--- config.mk ---
export PLATFORM = sky130hd
export DESIGN_NAME = io_responder
export DESIGN_NICKNAME = d
export VERILOG_FILES = /design/src/rtl/io_pkg.sv /design/src/rtl/io_fifo.sv /design/src/rtl/io_responder.sv
export SDC_FILE = /design/constraint.sdc
export NUM_CORES = 1
export LEC_CHECK = 0
export CAP_MARGIN = 20
export CELL_PAD_IN_SITES_DETAIL_PLACEMENT = 1
export CELL_PAD_IN_SITES_GLOBAL_PLACEMENT = 1
export CORE_UTILIZATION = 49
export DETAILED_ROUTE_END_ITERATION = 6
export PLACE_DENSITY_LB_ADDON = 0.1
export SYNTH_ARGS = -nofsm -noshare
export SYNTH_HDL_FRONTEND = slang
export SYNTH_SLANG_ARGS = --single-unit
export TNS_END_PERCENT = 100
--- constraint.sdc ---
create_clock -name clk -period 5.4 [get_ports clk]
set_input_delay 0.54 -clock clk [delete_from_list [all_inputs] [get_ports clk]]
set_output_delay 0.54 -clock clk [all_outputs]
set_load 0.01 [all_outputs]
--- src/rtl/io_pkg.sv ---
// Shared widths and depth for the I/O responder and its FIFOs.
package io_pkg;

    localparam int unsigned IO_FIFO_DEPTH = 16;
    localparam int unsigned IO_BYTE_W     = 8;
    localparam int unsigned IO_WORD_W     = 32;

    // Zero-extend a byte to a core data word.
    function automatic logic [IO_WORD_W-1:0] io_zext_byte(input logic [IO_BYTE_W-1:0] b);
        return {{(IO_WORD_W - IO_BYTE_W){1'b0}}, b};
    endfunction

endpackage

--- src/rtl/io_fifo.sv ---
// Synchronous show-ahead FIFO with an occupancy counter wide enough to hold DEPTH.
module io_fifo #(
    parameter int unsigned WIDTH = 8,
    parameter int unsigned DEPTH = 16
) (
    input  logic             clk,
    input  logic             rst,
    input  logic             push,
    input  logic [WIDTH-1:0] din,
    input  logic             pop,
    output logic [WIDTH-1:0] dout,
    output logic             full,
    output logic             empty
);

    localparam int unsigned PtrW = $clog2(DEPTH);
    localparam int unsigned CntW = PtrW + 1;

    logic [PtrW-1:0]  wr_ptr_q, wr_ptr_d;
    logic [PtrW-1:0]  rd_ptr_q, rd_ptr_d;
    logic [CntW-1:0]  count_q, count_d;
    logic [WIDTH-1:0] mem_q [DEPTH];
    logic             do_push;
    logic             do_pop;

    // Flags come straight from the registered count; no same-cycle bypass.
    always_comb begin
        full    = (count_q == CntW'(DEPTH));
        empty   = (count_q == '0);
        do_push = push & ~full;
        do_pop  = pop & ~empty;
        // Empty FIFO presents zero rather than stale storage.
        dout    = empty ? '0 : mem_q[rd_ptr_q];
    end

    // Pointer and occupancy next-state; pointers wrap modulo DEPTH.
    always_comb begin
        wr_ptr_d = wr_ptr_q;
        rd_ptr_d = rd_ptr_q;
        count_d  = count_q;
        if (do_push) begin
            wr_ptr_d = wr_ptr_q + PtrW'(1);
        end
        if (do_pop) begin
            rd_ptr_d = rd_ptr_q + PtrW'(1);
        end
        unique case ({do_push, do_pop})
            2'b10:   count_d = count_q + CntW'(1);
            2'b01:   count_d = count_q - CntW'(1);
            default: count_d = count_q;
        endcase
    end

    // Pointer and count registers; reset empties the FIFO at once.
    always_ff @(posedge clk or negedge rst) begin
        if (!rst) begin
            wr_ptr_q <= '0;
            rd_ptr_q <= '0;
            count_q  <= '0;
        end else begin
            wr_ptr_q <= wr_ptr_d;
            rd_ptr_q <= rd_ptr_d;
            count_q  <= count_d;
        end
    end

    // Storage array; contents need no reset since the count gates visibility.
    always_ff @(posedge clk) begin
        if (do_push) begin
            mem_q[wr_ptr_q] <= din;
        end
    end

endmodule

--- src/rtl/io_responder.sv ---
// Device-side responder: TX/RX byte FIFOs between the core I/O interface and the UART.
module io_responder
    import io_pkg::*;
#(
    parameter int unsigned DEPTH = IO_FIFO_DEPTH
) (
    input  logic                 clk,
    input  logic                 rst,
    input  logic                 out_issued,
    input  logic [IO_WORD_W-1:0] out_data,
    input  logic                 in_issued,
    output logic                 in_data_valid,
    output logic [IO_WORD_W-1:0] in_data,
    output logic                 io_stall,
    input  logic [IO_WORD_W-1:0] status,
    output logic [IO_BYTE_W-1:0] led,
    output logic [IO_BYTE_W-1:0] tx_data,
    output logic                 tx_valid,
    input  logic                 tx_ready,
    input  logic [IO_BYTE_W-1:0] rx_data,
    input  logic                 rx_valid,
    output logic                 overrun
);

    logic                 tx_full, tx_empty, tx_push, tx_pop;
    logic                 rx_full, rx_empty, rx_push, rx_pop;
    logic [IO_BYTE_W-1:0] tx_head, rx_head;
    logic                 overrun_q, overrun_d;
    logic [IO_BYTE_W-1:0] led_q, led_d;
    logic                 unused_bits;

    // Only the low byte of the payload and status word is consumed.
    assign unused_bits = ^{out_data[IO_WORD_W-1:IO_BYTE_W], status[IO_WORD_W-1:IO_BYTE_W]};

    // Request handshakes: each side completes or stalls independently.
    always_comb begin
        tx_push       = out_issued & ~tx_full;
        tx_valid      = ~tx_empty;
        tx_data       = tx_head;
        tx_pop        = tx_valid & tx_ready;
        rx_push       = rx_valid & ~rx_full;
        rx_pop        = in_issued & ~rx_empty;
        in_data_valid = rx_pop;
        in_data       = rx_pop ? io_zext_byte(rx_head) : '0;
        io_stall      = (out_issued & tx_full) | (in_issued & rx_empty);
        overrun       = overrun_q;
        led           = led_q;
    end

    // Sticky overrun on a dropped RX byte; LED mirror of the status low byte.
    always_comb begin
        overrun_d = overrun_q | (rx_valid & rx_full);
        led_d     = status[IO_BYTE_W-1:0];
    end

    // Overrun flag and LED register.
    always_ff @(posedge clk or negedge rst) begin
        if (!rst) begin
            overrun_q <= 1'b0;
            led_q     <= '0;
        end else begin
            overrun_q <= overrun_d;
            led_q     <= led_d;
        end
    end

    io_fifo #(
        .WIDTH (IO_BYTE_W),
        .DEPTH (DEPTH)
    ) u_tx_fifo (
        .clk   (clk),
        .rst   (rst),
        .push  (tx_push),
        .din   (out_data[IO_BYTE_W-1:0]),
        .pop   (tx_pop),
        .dout  (tx_head),
        .full  (tx_full),
        .empty (tx_empty)
    );

    io_fifo #(
        .WIDTH (IO_BYTE_W),
        .DEPTH (DEPTH)
    ) u_rx_fifo (
        .clk   (clk),
        .rst   (rst),
        .push  (rx_push),
        .din   (rx_data),
        .pop   (rx_pop),
        .dout  (rx_head),
        .full  (rx_full),
        .empty (rx_empty)
    );

endmodule

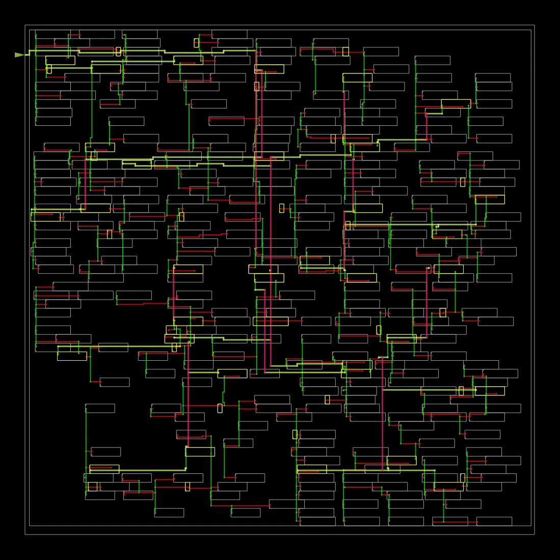
(clock nets)
skew final: 26.1 ps
Num CTS Buffers: 34
flop count: 291

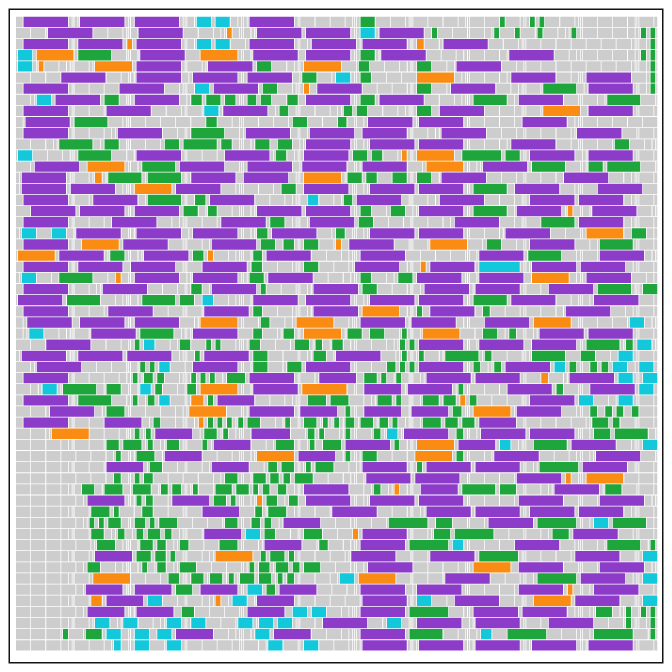
(cells coloured by class)
Fill, decap, tap and diode cells in grey.
Key: sequential cells = purple [cells 291]; remaining buffers and delay cells = cyan [cells 69]; clock drivers and dummy loads = orange [cells 59]; combinational and other logic = green [cells 348]
Final Util: 57.1%
Design Area, Final: 13900 um^2
core region area: 24300 um^2
Seq area share: 61.7%
Cell Rows: 57

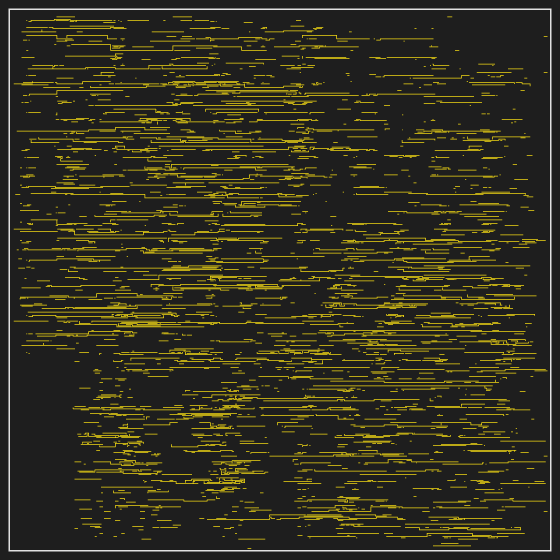
(M1 wires)
The layer carries 10100 um of wire. The wires run mostly horizontal.
vias: 6139
met1 GRT Util: 25.0%
final WL: 25400 um

==> notes.md <==
yosys + openroad results -> r2r setup slk=1780 ps, metal3 WL=991 um, clk_lat worst skew=510 ps, Seq pwr share=43.2%, drt pass-1 iters=5, DR iter-0 viols=around 330, Non-Filler Instances=1091, leak pwr=4.77 nW, Clock transition at path regs=about 60 ps, antenna fix cells=0, DIE WIDTH=159 um, dpl cells=around 1000, outcome=completed, yosys cell count=680, htree depth=2, Reg2Reg Depth=10, sw frac=between 30% and 40%, Hold WS=137 ps, Pint=5.04 mW, final period utilization=about three quarters, Slew @ Worst Pin=~1000 ps, Worst setup startpoint=u_rx_fifo.count_q[1]$_DFFE_PN0P_, CP Capture Type=output pin, vias in the first global route=6667, reg-to-reg endpoint=u_rx_fifo.count_q[4]$_DFFE_PN0P_, Logic power comb=2.05 mW, M1 WL=approximately 10000 um, CTS tree=done, path category of the worst min-delay check=input port to async pin, crit path capture=in_data[6], critical path's slowest cell=or4_4, drt drc=0, layout cells sized above 1=14.6%, DIE HEIGHT=159 um, Synth top cell by count=edfxtp_1, Non-clock inverters=9, WL met2=13700 um, die area=~25000 um^2, Dominant comb cell=multiplexers, GPL Wtd Cong=0.732, maximum clock insertion buffer count=3, logic depth of the worst path, buffers included=6, Gate power share=~28%, global-route wire length before repair=39300 um, Final Critical Period=4030 ps, worst path cell trace=or4_4, o21ai_2, inv_1, nand4_1, o31ai_1, clkdlybuf4s50_1
Power figures rest on the tool's default switching activity, not on a simulated workload.
